Clock nets:
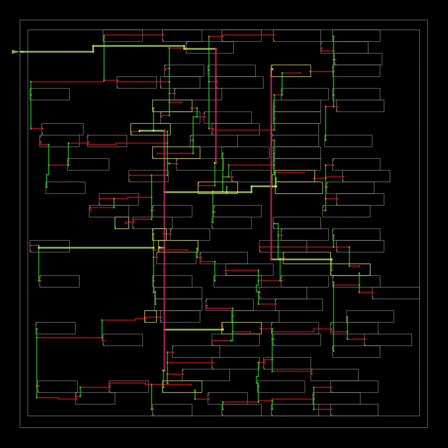
Metal 1:
The bar under the picture is 20 um long.
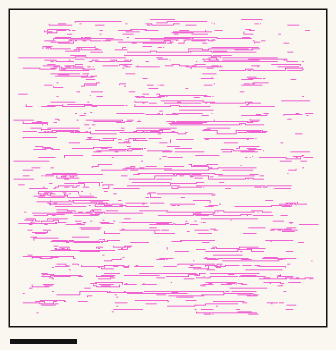
<file path="config.mk">
export PLATFORM = sky130hd
export DESIGN_NAME = uart_rx_unit
export DESIGN_NICKNAME = d
export VERILOG_FILES = /design/src/rtl/uart_pkg.sv /design/src/rtl/rx_fifo_sync.sv /design/src/rtl/uart_rx_unit.sv
export SDC_FILE = /design/constraint.sdc
export NUM_CORES = 1
export LEC_CHECK = 0
export CELL_PAD_IN_SITES_DETAIL_PLACEMENT = 1
export CELL_PAD_IN_SITES_GLOBAL_PLACEMENT = 1
export CORE_MARGIN = 1.5
export CORE_UTILIZATION = 50
export CTS_BUF_LIST = sky130_fd_sc_hd__clkbuf_16
export DETAILED_ROUTE_END_ITERATION = 8
export GPL_TIMING_DRIVEN = 0
export PLACE_DENSITY_LB_ADDON = 0.12
export SYNTH_ARGS = -nofsm -noshare
export SYNTH_HDL_FRONTEND = slang
export SYNTH_HIERARCHICAL = 1
export SYNTH_SLANG_ARGS = --single-unit
</file>
<file path="constraint.sdc">
create_clock -name clk -period 4.1 [get_ports clk]
set_clock_uncertainty 0.05 [all_clocks]
set_input_delay 0.615 -clock clk [delete_from_list [all_inputs] [get_ports clk]]
set_output_delay 0.615 -clock clk [all_outputs]
set_load 0.03 [all_outputs]
</file>
<file path="src/rtl/uart_pkg.sv">
// uart_pkg: receive FSM state type and shared helpers for the UART rx path.
// The parity step is built only when UART_RX_PARITY_EN is defined.
package uart_pkg;

    typedef enum logic [2:0] {
        IDLE,
        START,
        DATA,
        PARITY,
        STOP,
        BREAK_WAIT
    } rx_state_t;

    localparam int OVERSAMPLE_DEF = 16;
    localparam int PAR_MAX_W      = 32;

    // Parity bit a transmitter sends so that the total count of ones is even.
    function automatic logic even_parity(input logic [PAR_MAX_W-1:0] data);
        return ^data;
    endfunction

endpackage

</file>
<file path="src/rtl/rx_fifo_sync.sv">
// rx_fifo_sync: single-clock first-word-fall-through FIFO.
// rdata shows the head entry, or zero while the FIFO is empty.
module rx_fifo_sync #(
    parameter int FIFO_WIDTH = 8,
    parameter int FIFO_DEPTH = 8
) (
    input  logic                  clk,
    input  logic                  rst,
    input  logic                  push,
    input  logic [FIFO_WIDTH-1:0] wdata,
    input  logic                  pop,
    output logic [FIFO_WIDTH-1:0] rdata,
    output logic                  full,
    output logic                  empty
);

    localparam int AW = $clog2(FIFO_DEPTH);
    localparam int CW = $clog2(FIFO_DEPTH + 1);

    logic [FIFO_WIDTH-1:0] mem [FIFO_DEPTH];
    logic [AW-1:0]         wr_ptr;
    logic [AW-1:0]         rd_ptr;
    logic [CW-1:0]         count;
    logic                  do_push;
    logic                  do_pop;

    assign full    = (count == CW'(FIFO_DEPTH));
    assign empty   = (count == '0);
    assign do_push = push && !full;
    assign do_pop  = pop && !empty;
    assign rdata   = empty ? '0 : mem[rd_ptr];

    always_ff @(posedge clk) begin
        if (do_push) begin
            mem[wr_ptr] <= wdata;
        end
    end

    always_ff @(posedge clk or negedge rst) begin
        if (!rst) begin
            wr_ptr <= '0;
            rd_ptr <= '0;
            count  <= '0;
        end else begin
            if (do_push) begin
                wr_ptr <= wr_ptr + AW'(1);
            end
            if (do_pop) begin
                rd_ptr <= rd_ptr + AW'(1);
            end
            if (do_push && !do_pop) begin
                count <= count + CW'(1);
            end else if (!do_push && do_pop) begin
                count <= count - CW'(1);
            end
        end
    end

endmodule

</file>
<file path="src/rtl/uart_rx_unit.sv">
// uart_rx_unit: oversampled UART receiver feeding an rx FIFO.
// Define UART_RX_PARITY_EN to expect an even-parity bit before stop.
module uart_rx_unit
    import uart_pkg::*;
#(
    parameter int FIFO_WIDTH = 8,
    parameter int FIFO_DEPTH = 8,
    parameter int OVERSAMPLE = OVERSAMPLE_DEF
) (
    input  logic                  clk,
    input  logic                  rst,
    input  logic                  rx_tick,
    input  logic                  rx,
    input  logic                  ren,
    input  logic                  err_clr,
    output logic [FIFO_WIDTH-1:0] rd_data,
    output logic                  rx_empty,
    output logic                  rx_full,
    output logic                  rx_done,
    output logic                  parity_err,
    output logic                  frame_err,
    output logic                  overrun
);

    localparam int TW = $clog2(OVERSAMPLE);
    localparam int BW = $clog2(FIFO_WIDTH + 1);
    localparam logic [TW-1:0] TICK_MID  = TW'(OVERSAMPLE / 2 - 1);
    localparam logic [TW-1:0] TICK_LAST = TW'(OVERSAMPLE - 1);
    localparam logic [BW-1:0] BIT_LAST  = BW'(FIFO_WIDTH - 1);

    logic                  sync1_q;
    logic                  rx_s;
    rx_state_t             state_q;
    rx_state_t             state_d;
    logic [TW-1:0]         tick_q;
    logic [BW-1:0]         bit_q;
    logic [FIFO_WIDTH-1:0] shift_q;
    logic                  at_mid;
    logic                  at_last;
    logic                  tick_clr;
    logic                  tick_inc;
    logic                  bit_clr;
    logic                  shift_en;
    logic                  par_en;
    logic                  stop_evt;
    logic                  fifo_push;
    logic                  ferr_set;
    logic                  ovr_set;

    assign at_mid  = rx_tick && (tick_q == TICK_MID);
    assign at_last = rx_tick && (tick_q == TICK_LAST);

    // Two-flop synchroniser; resets to the idle line level.
    always_ff @(posedge clk or negedge rst) begin
        if (!rst) begin
            sync1_q <= 1'b1;
            rx_s    <= 1'b1;
        end else begin
            sync1_q <= rx;
            rx_s    <= sync1_q;
        end
    end

    always_ff @(posedge clk or negedge rst) begin
        if (!rst) begin
            state_q <= IDLE;
        end else begin
            state_q <= state_d;
        end
    end

    always_comb begin
        state_d = state_q;
        unique case (state_q)
            IDLE: begin
                if (rx_tick && !rx_s) state_d = START;
            end
            START: begin
                if (at_mid) state_d = rx_s ? IDLE : DATA;
            end
            DATA: begin
                if (at_last && (bit_q == BIT_LAST)) begin
`ifdef UART_RX_PARITY_EN
                    state_d = PARITY;
`else
                    state_d = STOP;
`endif
                end
            end
            PARITY: begin
                if (at_last) state_d = STOP;
            end
            STOP: begin
                if (at_last) state_d = rx_s ? IDLE : BREAK_WAIT;
            end
            BREAK_WAIT: begin
                if (rx_tick && rx_s) state_d = IDLE;
            end
            default: state_d = IDLE;
        endcase
    end

    always_comb begin
        tick_clr = 1'b0;
        tick_inc = 1'b0;
        bit_clr  = 1'b0;
        shift_en = 1'b0;
        par_en   = 1'b0;
        stop_evt = 1'b0;
        unique case (state_q)
            START: begin
                tick_inc = rx_tick;
                tick_clr = at_mid;
                bit_clr  = at_mid;
            end
            DATA: begin
                tick_inc = rx_tick;
                tick_clr = at_last;
                shift_en = at_last;
            end
            PARITY: begin
                tick_inc = rx_tick;
                tick_clr = at_last;
                par_en   = at_last;
            end
            STOP: begin
                tick_inc = rx_tick;
                tick_clr = at_last;
                stop_evt = at_last;
            end
            default: tick_clr = 1'b1;
        endcase
    end

    always_ff @(posedge clk or negedge rst) begin
        if (!rst) begin
            tick_q  <= '0;
            bit_q   <= '0;
            shift_q <= '0;
        end else begin
            if (tick_clr) begin
                tick_q <= '0;
            end else if (tick_inc) begin
                tick_q <= tick_q + TW'(1);
            end
            if (bit_clr) begin
                bit_q <= '0;
            end else if (shift_en) begin
                bit_q <= bit_q + BW'(1);
            end
            if (shift_en) begin
                shift_q <= {rx_s, shift_q[FIFO_WIDTH-1:1]};
            end
        end
    end

    // Full is judged before any same-cycle pop, so a racing ren never makes room.
    assign fifo_push = stop_evt && rx_s && !rx_full;
    assign ferr_set  = stop_evt && !rx_s;
    assign ovr_set   = stop_evt && rx_s && rx_full;

    always_ff @(posedge clk or negedge rst) begin
        if (!rst) begin
            rx_done   <= 1'b0;
            frame_err <= 1'b0;
            overrun   <= 1'b0;
        end else begin
            rx_done <= stop_evt;
            if (ferr_set) begin
                frame_err <= 1'b1;
            end else if (err_clr) begin
                frame_err <= 1'b0;
            end
            if (ovr_set) begin
                overrun <= 1'b1;
            end else if (err_clr) begin
                overrun <= 1'b0;
            end
        end
    end

`ifdef UART_RX_PARITY_EN
    logic perr_q;
    logic perr_set;

    assign perr_set = stop_evt && rx_s && perr_q;

    always_ff @(posedge clk or negedge rst) begin
        if (!rst) begin
            perr_q     <= 1'b0;
            parity_err <= 1'b0;
        end else begin
            if (par_en) begin
                perr_q <= even_parity(PAR_MAX_W'(shift_q)) ^ rx_s;
            end
            if (perr_set) begin
                parity_err <= 1'b1;
            end else if (err_clr) begin
                parity_err <= 1'b0;
            end
        end
    end
`else
    assign parity_err = 1'b0;
`endif

    rx_fifo_sync #(
        .FIFO_WIDTH(FIFO_WIDTH),
        .FIFO_DEPTH(FIFO_DEPTH)
    ) u_fifo (
        .clk  (clk),
        .rst  (rst),
        .push (fifo_push),
        .wdata(shift_q),
        .pop  (ren),
        .rdata(rd_data),
        .full (rx_full),
        .empty(rx_empty)
    );

endmodule
</file>
==> flow report <==
DRT
----------------------------------------------------------------------------------
Remaining design rule violation count ...............................            0
Routed len/inst .....................................................     20.49 um
DR vias .............................................................         2306
Number of nets still failing antenna checks after routing ...........            0
Routed wl met3 ......................................................       223 um
WL met1 .............................................................      3649 um

GRT
----------------------------------------------------------------------------------
Largest net degree at the start of global routing ...................           35
GR Overflow Total ...................................................            0
Met1 Track Usage GR .................................................       27.18%
Global-route wire length before repair ..............................     13030 um

CLOCKING
----------------------------------------------------------------------------------
Number of hold buffers added after cts ..............................            0
Clock latency reported for the late side of the worst-skew pair .....      0.34 ns
Post-CTS Setup Inserts ..............................................            0
Number of levels the H-tree was split into ..........................            3
Sink Count ..........................................................           98
Clk root buf ........................................................ sky130_fd_sc_hd__clkbuf_16

PLACED DESIGN
----------------------------------------------------------------------------------
Post-detail-place hpwl ..............................................      5146 um
Placed instance area ................................................   4508 sq um
Gp weighted congestion ..............................................       0.7642

FINAL LAYOUT
----------------------------------------------------------------------------------
Area Overhead vs Synth ..............................................       15.36%
Proportion of cell area spent on the clock network ..................       7.005%
Reg with most FFs ...................................................   u_fifo/mem
Register area .......................................................   2775 sq um
Number of combinational gates with multiple inputs ..................          145
Number of nets in the layout ........................................          306
N_diodes ............................................................            0
Number of standard cells in the final layout excluding fillers ......          401
Dominant kind of cell ............................................... flip-flops and latches
Area of all placed cells without fillers ............................   4858 sq um
Fill count ..........................................................          765
Number of signal-net inverters in the final layout ..................            9
Flip-flop count of the largest register, all copies and words added .           64
Share of final-layout standard cells stronger than drive strength 1 .       21.96%
Plain + repair buffers ..............................................           29

SYNTHESIS
----------------------------------------------------------------------------------
Fa+ha+maj area frac .................................................       2.555%
Average cell area after synthesis ...................................  15.95 sq um
Post-synthesis register bit count ...................................           98
Share of the synthesized area in the top cell type ..................       45.63%
Post-synthesis async set-or-reset flop share ........................       34.69%
Post-synth mux share ................................................       11.97%
Commonest flop ...................................................... sky130_fd_sc_hd__edfxtp_1
Cell taking the most area after synthesis ........................... sky130_fd_sc_hd__edfxtp_1
EDFF count, synth ...................................................           64
Most common library cells after synthesis ........................... 64 x sky130_fd_sc_hd__edfxtp_1, 32 x sky130_fd_sc_hd__dfrtp_1, 16 x sky130_fd_sc_hd__mux4_2

POWER
----------------------------------------------------------------------------------
Largest voltage drop on the vdd net .................................    0.2870 mV
Sequential power share ..............................................        39.1%
Reported combinational group power ..................................     0.965 mW
Power per unit of standard cell area ................................ 649.2 nW/um^2
Psw .................................................................    0.9621 mW
Combinational share of power ........................................        30.6%
Net switching fraction of the power .................................       30.50%
Leakage .............................................................     1.809 nW

WORST SETUP PATH
----------------------------------------------------------------------------------
Path type of the worst setup path ...................................   reg -> reg
Critical path required time .........................................      4.27 ns
Crit path cell chain ................................................ ha_1 -> and3_1 -> clkbuf_2 -> nand3_1 -> nor3b_1 -> nand2_1 -> inv_1 -> ha_1 -> inv_1 -> ha_1 -> or4_1 -> o211ai_1 -> o211ai_1
Flop2flop setup slack ...............................................      0.56 ns
CP startpoint ....................................................... tick_q[0]$_DFFE_PN0P_
Worst-path cell with the longest stage delay ........................ sky130_fd_sc_hd__or4_1
Family with the most delay on the worst path ........................ simple AND/OR/NAND/NOR gates
Last element of the critical path ................................... u_fifo/count[3]$_DFFE_PN0P_
FF-to-FF Start ...................................................... tick_q[0]$_DFFE_PN0P_
Largest incremental delay on the critical path ......................      0.54 ns

FINAL TIMING
----------------------------------------------------------------------------------
Transition time of the tightest slew-check pin ......................    0.9876 ns
Max Freq ............................................................    282.4 MHz
Headroom to the max-slew limit ......................................       33.92%
Minimum period implied by the final worst setup slack ...............     3.541 ns
Final hold slack ....................................................    0.2995 ns
RSZ-0062 raised after global routing ................................           no

MIN PATH
----------------------------------------------------------------------------------
Class of the tightest hold or removal check .........................  in -> async

FLOORPLAN
----------------------------------------------------------------------------------
Die y size ..........................................................     94.78 um
Area of the die .....................................................   8982 sq um
Number of well taps .................................................          105

OUTCOME
----------------------------------------------------------------------------------
Run status .......................................................... complete, no violations

JOB
----------------------------------------------------------------------------------
Max cap viols .......................................................            0

## Picture notes: 'clock nets'
clk_buf instances: 9
clock buffer count from CTS: 9

## Picture notes: 'metal 1'
The layer holds 44% of the routed length. The wires run mostly horizontal.

## cell usage in the layout (no fill, tap or decap), drive strengths merged, types with 3 or more instances in the layout
| master | n |
|---|---|
| o21ai | 10 |
| nor2 | 13 |
| nand4 | 3 |
| dfrtp | 32 |
| nand3b | 3 |
| nand2b | 4 |
| a21oi | 5 |
| nand2 | 12 |
| xnor2 | 10 |
| clkbuf | 12 |
| a22o | 9 |
| bufinv | 3 |
| mux2 | 11 |
| nor3 | 4 |
| buf | 10 |
| edfxtp | 64 |
| clkdlybuf4s50 | 16 |
| inv | 10 |
| nand3 | 7 |
| mux4 | 16 |
| ha | 7 |
No activity file was given, so power comes from the tool's default toggle rates.
